[config.mk]
export PLATFORM = sky130hd
export DESIGN_NAME = cam_dvp_capture_flat
export DESIGN_NICKNAME = d
export VERILOG_FILES = /design/src/rtl/cam_dvp_capture_if.sv /design/src/rtl/cam_dvp_capture.sv /design/src/flat_wrapper.sv
export SDC_FILE = /design/constraint.sdc
export NUM_CORES = 1
export LEC_CHECK = 0
export ABC_AREA = 1
export CAP_MARGIN = 15
export CORE_MARGIN = 1
export CORE_UTILIZATION = 48
export DETAILED_ROUTE_END_ITERATION = 6
export PLACE_DENSITY = 0.7
export SYNTH_ARGS = -nofsm -noshare
export SYNTH_HDL_FRONTEND = slang
export SYNTH_SLANG_ARGS = --single-unit
[constraint.sdc]
create_clock -name sys_clk -period 2.5 [get_ports sys_clk]
set_input_delay 0.5 -clock sys_clk [delete_from_list [all_inputs] [get_ports sys_clk]]
set_output_delay 0.5 -clock sys_clk [all_outputs]
set_load 0.01 [all_outputs]
[src/rtl/cam_dvp_capture_if.sv]
// Camera-side and pixel-side signal bundle for cam_dvp_capture.
// slave: the capture block; master: whatever drives the camera pins and consumes pixels.
interface cam_dvp_capture_if #(
  parameter int DATA_W        = 8,
  parameter int BYTES_PER_PIX = 2
);
  logic                              capture_en;
  logic                              cam_href;
  logic                              cam_vsync;
  logic [DATA_W-1:0]                 cam_data;
  logic                              pix_valid;
  logic [DATA_W*BYTES_PER_PIX-1:0]   pix_data;
  logic                              pix_sof;
  logic                              pix_eol;
  logic                              frame_done;
  logic                              geom_err;

  modport slave (
    input  capture_en, cam_href, cam_vsync, cam_data,
    output pix_valid, pix_data, pix_sof, pix_eol, frame_done, geom_err
  );

  modport master (
    output capture_en, cam_href, cam_vsync, cam_data,
    input  pix_valid, pix_data, pix_sof, pix_eol, frame_done, geom_err
  );
endinterface

[src/rtl/cam_dvp_capture.sv]
// DVP capture: frame skip, beat-to-pixel assembly, x/y tracking, window, geometry checks.
// Optional macro CAM_CROP_EN enables cropping to the WIN_* window.
module cam_dvp_capture #(
  parameter int DATA_W        = 8,
  parameter int BYTES_PER_PIX = 2,
  parameter int FRAME_SKIP    = 10,
  parameter int H_ACT         = 640,
  parameter int V_ACT         = 480,
  parameter int WIN_X0        = 0,
  parameter int WIN_Y0        = 0,
  parameter int WIN_W         = 640,
  parameter int WIN_H         = 480
) (
  input  logic              sys_clk,
  input  logic              sys_rst,
  cam_dvp_capture_if.slave  bus
);
  localparam int PW = DATA_W * BYTES_PER_PIX;
  // x/y must be able to hold H_ACT/V_ACT and one beyond so oversize is visible
  localparam int XW = $clog2(H_ACT + 2);
  localparam int YW = $clog2(V_ACT + 2);
  localparam int BW = (BYTES_PER_PIX > 1) ? $clog2(BYTES_PER_PIX) : 1;
  localparam int SW = (FRAME_SKIP > 0) ? $clog2(FRAME_SKIP + 1) : 1;

`ifdef CAM_CROP_EN
  localparam int CX0 = WIN_X0;
  localparam int CY0 = WIN_Y0;
  localparam int CW  = WIN_W;
  localparam int CH  = WIN_H;
`else
  localparam int CX0 = 0;
  localparam int CY0 = 0;
  localparam int CW  = H_ACT;
  localparam int CH  = V_ACT;
`endif

  generate
    if (WIN_X0 + WIN_W > H_ACT || WIN_Y0 + WIN_H > V_ACT ||
        BYTES_PER_PIX < 1 || BYTES_PER_PIX > 4) begin : g_bad_cfg
      $error("cam_dvp_capture: window outside active area or bad BYTES_PER_PIX");
    end
  endgenerate

  localparam logic [XW-1:0] WX0   = XW'(CX0);
  localparam logic [XW-1:0] WXL   = XW'(CX0 + CW - 1);
  localparam logic [XW-1:0] WWX   = XW'(CW);
  localparam logic [YW-1:0] WY0   = YW'(CY0);
  localparam logic [YW-1:0] WHY   = YW'(CH);
  localparam logic [XW-1:0] HX    = XW'(H_ACT);
  localparam logic [YW-1:0] VY    = YW'(V_ACT);
  localparam logic [XW-1:0] XMAX  = '1;
  localparam logic [YW-1:0] YMAX  = '1;
  localparam logic [BW-1:0] BLAST = BW'(BYTES_PER_PIX - 1);
  localparam logic [SW-1:0] SKIPN = SW'(FRAME_SKIP);
  localparam logic [SW-1:0] SMAX  = '1;

  typedef enum logic [1:0] {IDLE, SKIP, ACTIVE} state_e;

  state_e          state_q, state_d;
  logic            href_q, vs_q, href_prev_q, vs_prev_q;
  logic [DATA_W-1:0] data_q;
  logic [SW-1:0]   skip_q, skip_d;
  logic [BW-1:0]   beat_q, beat_d;
  logic [XW-1:0]   x_q, x_d;
  logic [YW-1:0]   y_q, y_d, y_line;
  logic [PW-1:0]   acc_q, acc_d, asm_pix;
  logic            pv_q, pv_d, sof_q, sof_d, eol_q, eol_d, fd_q, fd_d, ge_q, ge_d;
  logic [PW-1:0]   pd_q, pd_d;
  logic            vs_rise, line_end, active, start, pix_done, in_win;
  logic            err_line, err_frame;
  logic [XW:0]     dx;
  logic [YW:0]     dy;

  assign vs_rise  = vs_q & ~vs_prev_q;
  assign line_end = href_prev_q & ~href_q;
  assign asm_pix  = (acc_q << DATA_W) | PW'(data_q);

  // borrow bit of the offset subtraction doubles as the "below origin" test
  assign dx     = {1'b0, x_q} - {1'b0, WX0};
  assign dy     = {1'b0, y_q} - {1'b0, WY0};
  assign in_win = ~dx[XW] & (dx[XW-1:0] < WWX) & ~dy[YW] & (dy[YW-1:0] < WHY);

  always_ff @(posedge sys_clk) begin
    if (sys_rst) state_q <= IDLE;
    else         state_q <= state_d;
  end

  always_comb begin
    state_d = state_q;
    case (state_q)
      IDLE:    if (bus.capture_en) state_d = SKIP;
      SKIP:    if (!bus.capture_en) state_d = IDLE;
               else if (vs_rise && skip_q == SKIPN) state_d = ACTIVE;
      ACTIVE:  if (vs_rise && !bus.capture_en) state_d = IDLE;
      default: state_d = IDLE;
    endcase
  end

  always_comb begin
    active = (state_q == ACTIVE);
    start  = 1'b0;
    skip_d = skip_q;
    case (state_q)
      IDLE: begin
        skip_d = '0;
        start  = bus.capture_en;
      end
      SKIP:    if (vs_rise && skip_q != SMAX) skip_d = skip_q + 1'b1;
      default: ;
    endcase
  end

  always_comb begin
    beat_d    = '0;
    x_d       = '0;
    y_d       = '0;
    y_line    = y_q;
    acc_d     = href_q ? asm_pix : acc_q;
    pix_done  = active & href_q & (beat_q == BLAST);
    err_line  = 1'b0;
    err_frame = 1'b0;
    if (active) begin
      x_d = x_q;
      if (href_q) begin
        if (beat_q == BLAST) begin
          if (x_q != XMAX) x_d = x_q + 1'b1;
        end else begin
          beat_d = beat_q + 1'b1;
        end
      end
      if (line_end) begin
        err_line = (x_q != HX) || (beat_q != '0);
        x_d      = '0;
        if (x_q != '0 && y_q != YMAX) y_line = y_q + 1'b1;
      end
      y_d = y_line;
      // frame end sees the line count including a line closing in this cycle
      if (vs_rise) begin
        err_frame = (y_line != VY);
        x_d       = '0;
        y_d       = '0;
        beat_d    = '0;
      end
    end
  end

  always_comb begin
    pv_d  = pix_done & in_win;
    pd_d  = pv_d ? asm_pix : pd_q;
    sof_d = pv_d & (x_q == WX0) & (y_q == WY0);
    eol_d = pv_d & (x_q == WXL);
    fd_d  = active & vs_rise;
    ge_d  = start ? 1'b0 : (ge_q | err_line | err_frame);
  end

  always_ff @(posedge sys_clk) begin
    if (sys_rst) begin
      href_q      <= 1'b0;
      vs_q        <= 1'b0;
      data_q      <= '0;
      href_prev_q <= 1'b0;
      vs_prev_q   <= 1'b0;
      skip_q      <= '0;
      beat_q      <= '0;
      x_q         <= '0;
      y_q         <= '0;
      acc_q       <= '0;
      pv_q        <= 1'b0;
      pd_q        <= '0;
      sof_q       <= 1'b0;
      eol_q       <= 1'b0;
      fd_q        <= 1'b0;
      ge_q        <= 1'b0;
    end else begin
      href_q      <= bus.cam_href;
      vs_q        <= bus.cam_vsync;
      data_q      <= bus.cam_data;
      href_prev_q <= href_q;
      vs_prev_q   <= vs_q;
      skip_q      <= skip_d;
      beat_q      <= beat_d;
      x_q         <= x_d;
      y_q         <= y_d;
      acc_q       <= acc_d;
      pv_q        <= pv_d;
      pd_q        <= pd_d;
      sof_q       <= sof_d;
      eol_q       <= eol_d;
      fd_q        <= fd_d;
      ge_q        <= ge_d;
    end
  end

  assign bus.pix_valid  = pv_q;
  assign bus.pix_data   = pd_q;
  assign bus.pix_sof    = sof_q;
  assign bus.pix_eol    = eol_q;
  assign bus.frame_done = fd_q;
  assign bus.geom_err   = ge_q;
endmodule

[src/flat_wrapper.sv]
// flat-port wrapper written by rule: the top's interface ports become plain ports
module cam_dvp_capture_flat 
#(
  parameter int DATA_W        = 8,
  parameter int BYTES_PER_PIX = 2,
  parameter int FRAME_SKIP    = 10,
  parameter int H_ACT         = 640,
  parameter int V_ACT         = 480,
  parameter int WIN_X0        = 0,
  parameter int WIN_Y0        = 0,
  parameter int WIN_W         = 640,
  parameter int WIN_H         = 480
)
  (sys_clk, sys_rst, bus_capture_en, bus_cam_href, bus_cam_vsync, bus_cam_data, bus_pix_valid, bus_pix_data, bus_pix_sof, bus_pix_eol, bus_frame_done, bus_geom_err);
  cam_dvp_capture_if #(.DATA_W(DATA_W), .BYTES_PER_PIX(BYTES_PER_PIX)) bus_i ();
  input  logic sys_clk;
  input  logic sys_rst;
  input wire logic [$bits(bus_i.capture_en)-1:0] bus_capture_en;
  input wire logic [$bits(bus_i.cam_href)-1:0] bus_cam_href;
  input wire logic [$bits(bus_i.cam_vsync)-1:0] bus_cam_vsync;
  input wire logic [$bits(bus_i.cam_data)-1:0] bus_cam_data;
  output wire logic [$bits(bus_i.pix_valid)-1:0] bus_pix_valid;
  output wire logic [$bits(bus_i.pix_data)-1:0] bus_pix_data;
  output wire logic [$bits(bus_i.pix_sof)-1:0] bus_pix_sof;
  output wire logic [$bits(bus_i.pix_eol)-1:0] bus_pix_eol;
  output wire logic [$bits(bus_i.frame_done)-1:0] bus_frame_done;
  output wire logic [$bits(bus_i.geom_err)-1:0] bus_geom_err;
  assign bus_i.capture_en = bus_capture_en;
  assign bus_i.cam_href = bus_cam_href;
  assign bus_i.cam_vsync = bus_cam_vsync;
  assign bus_i.cam_data = bus_cam_data;
  assign bus_pix_valid = bus_i.pix_valid;
  assign bus_pix_data = bus_i.pix_data;
  assign bus_pix_sof = bus_i.pix_sof;
  assign bus_pix_eol = bus_i.pix_eol;
  assign bus_frame_done = bus_i.frame_done;
  assign bus_geom_err = bus_i.geom_err;
  cam_dvp_capture #(.DATA_W(DATA_W), .BYTES_PER_PIX(BYTES_PER_PIX), .FRAME_SKIP(FRAME_SKIP), .H_ACT(H_ACT), .V_ACT(V_ACT), .WIN_X0(WIN_X0), .WIN_Y0(WIN_Y0), .WIN_W(WIN_W), .WIN_H(WIN_H)) u_core (.sys_clk(sys_clk), .sys_rst(sys_rst), .bus(bus_i));
endmodule
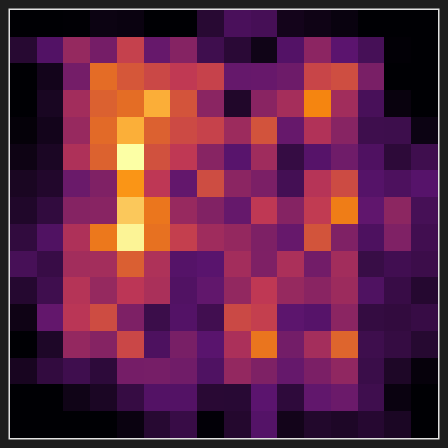
(wiring heat map)
16 x 16 tiles, from black (low) to pale yellow (high), scaled to the fullest tile. Values are wire area over tile area, all layers added.
tiles over half the peak	18%
nearly empty tiles	11%
fullest tile	0.52
mean over tiles	0.15
wire length per cell after detailed routing: 11.4 µm
Post-Route WL: 5880 µm
Total Routing Usage GR: 21.8%
DR vias: 2557

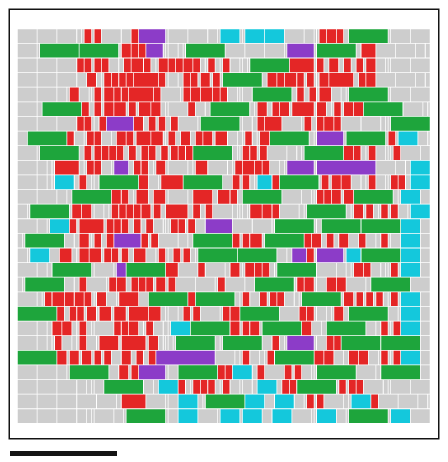
(cells coloured by class)
Scale bar: 20 µm. Fill, decap, tap and diode cells in grey.
class	colour	cells
remaining logic cells	red	327
clock drivers and dummy loads	purple	16
sequential cells	green	67
remaining buffers and delay cells	cyan	35
Floorplan Core Area: 5640 µm²
summed area of non-filler cells in the final layout: 3510 µm²
share of cell area taken by flip-flops and latches: 38.2%
number of cell rows: 27
utilization of the core after routing: 62.3%

==> run summary <==
Flow results follow.

The number of instances on the worst hold path is 2. The post-placement cell area is 3290 µm². The critical path endpoint is u_core.bus.geom_err. The unique cell type count in the Yosys netlist is 33.

The count of yosys warnings during synthesis is 0. The number of OpenROAD warnings is 29. The type of the most critical hold path is flop to flop.

The cell area after synthesis is 2890 µm². The initial antenna violation count is 0. The signal arrival time at the worst endpoint is 2.30 ns. Across all hold checks on the routed design, the worst slack comes to 0.436 ns. Summed over all failing endpoints, the final setup total negative slack is 0 ns. The post-cts resize count is 0. Looking at the hold checks, the worst path lands on u_core.vs_prev_q. The start point of the critical path is u_core.y_q[0]. The number of DRC violations after detailed-routing iteration 0 is 84. The via count of the first global-routing pass was 2495. The biggest area contributor in the post-synthesis netlist is sky130_fd_sc_hd__dfxtp_1. Across the routed clock network, the largest skew measured is 0.00819 ns.

The startpoint of the lowest-slack register-to-register path is u_core.y_q[0]. Entering global routing, the biggest net connects 19 pins. By area the synthesized netlist is led by sky130_fd_sc_hd__dfxtp_1 (46%), sky130_fd_sc_hd__nor2_1 (12%), sky130_fd_sc_hd__nand2_1 (7.3%), sky130_fd_sc_hd__inv_1 (6.5%), sky130_fd_sc_hd__o21ai_0 (5.0%). For the pin with the worst max-slew slack, the measured transition is 0.369 ns.

Per STA, the highest per-stage delay on the worst path measures 0.36 ns. The top cell type by instance count after synthesis is sky130_fd_sc_hd__nor2_1. The worst-case headroom to the max-slew limit is 75.4%. The leakage power of the design is 1.42 nW.

The type of element capturing the critical path is a flop. The clock tree from TritonCTS is yes. The number of antenna repair diodes is 0. The worst path needs 2.06 ns of the cycle, external delays included. The tally of nets with antenna violations remaining after routing is 0. The count of input and output buffers is 33. According to the timing report, the data required time at the worst endpoint equals 2.74 ns. The first global-routing pass estimated 10500 µm of wire. The cell type with the highest occurrence count on the critical path is sky130_fd_sc_hd__nand2_1. Yosys reports that the most numerous cell types are sky130_fd_sc_hd__nor2_1 (93), sky130_fd_sc_hd__dfxtp_1 (67), sky130_fd_sc_hd__nand2_1 (56), sky130_fd_sc_hd__inv_1 (50), sky130_fd_sc_hd__o21ai_0 (29). In this run the mean area of a mapped cell was 7.20 µm². The synthesis report names the predominant flop master as sky130_fd_sc_hd__dfxtp_1.

The floorplan net count is 422. The die height is 79.7 µm. The maximum vdd drop is 345 µV. The signed area change from the synthesized netlist to the final layout is 21.4%. Counting flops with an async set or reset pin after synthesis yields a share of 0%.

The sequential share of the synthesized area is 46.3%. The average via count per standard cell is 4.95. The share of the core filled by cells before placement is 51.3%. In this run the biggest area consumer among cell types represents 46.3% of the synthesized area. The routability-driven placement congestion ratio is 0.907. The family with the most delay on the worst path is simple AND/OR/NAND/NOR gates. The number of buffers created by CTS is 9. In the final report, the number of hold violations comes to 0. The number of synthesized flops with an enable pin is 0. Per the OpenROAD timing report, the critical path contains 14 cells. The library cells used most frequently in the layout, excluding fill and tap cells, are sky130_fd_sc_hd__nor2_1 (93), sky130_fd_sc_hd__dfxtp_1 (67), sky130_fd_sc_hd__nand2_1 (56), sky130_fd_sc_hd__inv_1 (50), sky130_fd_sc_hd__clkdlybuf4s50_1 (33). The critical path's slowest stage uses the library cell sky130_fd_sc_hd__dfxtp_1. The report puts the hold buffer count at CTS at 0. The endpoint of the worst register-to-register path is u_core.bus.geom_err. The most numerous logic cell after layout is sky130_fd_sc_hd__nor2_1. The maximum fanout along the worst path is 7. The final HPWL from detailed placement is 4350 µm. Counting pins that exceed their max-slew limit in the final report gives 0. The number of placed instances, taps included, is 501.

The first-pass iteration count of the detailed router is 4. The flow ran to the end, and the final reports show no timing, DRC or antenna violations. The tree is rooted in a sky130_fd_sc_hd__clkbuf_8. Post-CTS timing repair inserted 0 buffers for setup.
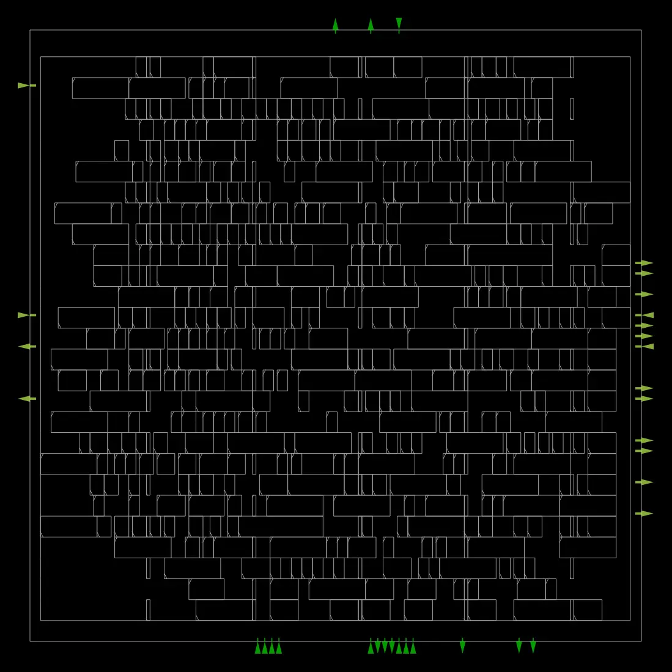
(cell outlines without signal wires)
sequential cell count: 67
number of tap cells added at floorplan: 72
fillers: 524
non-filler instance count after layout: 517

layer usage:
layer,GRT usage (%),share of wire [%],wire (µm),up-vias
met2,35.9,46,2690,55
met5,0,0,0,-
li1,-,-,-,1337
met3,6.06,4.9,291,12
met1,24.9,47,2780,1153
met4,13.1,2.1,123,0
cell families after synthesis:
| kind of cell | synth area share [%] |
|---|---|
| AOI/OAI and AO/OA | 9.77 |
| adders and majority gates | 3.03 |
| buffers and inverters | 9.77 |
| DFF | 46.3 |
| and+or+nand+nor | 31.1 |
layout make-up:
cell class,instances,area [µm²]
well taps,72,90.1
fillers,524,2130
multi-input cells,264,1270
flip-flops and latches,67,1340
repair buffers,35,345
clock inverters,6,88.8
inverters,63,239
clock buffers,10,138
sequential cells by signal (all words and copies together), names as in the netlist:
signal / cells
u_core.data_q: 8
u_core.state_q: 2
u_core.bus.pix_eol: 1
u_core.bus.pix_sof: 1
u_core.skip_q: 4
u_core.bus.geom_err: 1
u_core.bus.pix_valid: 1
u_core.y_q: 9
u_core.bus.pix_data: 16
u_core.acc_q: 8
u_core.vs_q: 1
u_core.href_q: 1
u_core.bus.frame_done: 1
u_core.href_prev_q: 1
u_core.x_q: 10
u_core.beat_q: 1
u_core.vs_prev_q: 1
power breakdown:
group | total [mW] | internal (mW) | leakage [nW] | switching (mW)
Combinational | 0.0950 | 0.0407 | 0.770 | 0.0543
Clock | 1.01 | 0.588 | 0.108 | 0.421
Sequential | 1.10 | 1.09 | 0.544 | 0.0141
Total | 2.21 | 1.72 | 1.42 | 0.489
per-stage QoR:
step           power (mW)  setup slack, ns
2_1_floorplan        1.18            0.712
3_3_place_gp         1.22            0.606
3_5_place_dp         1.22            0.493
4_1_cts              2.23            0.477
5_1_grt              2.30            0.156
6_report             2.21            0.441
Power and IR drop assume default switching activity.
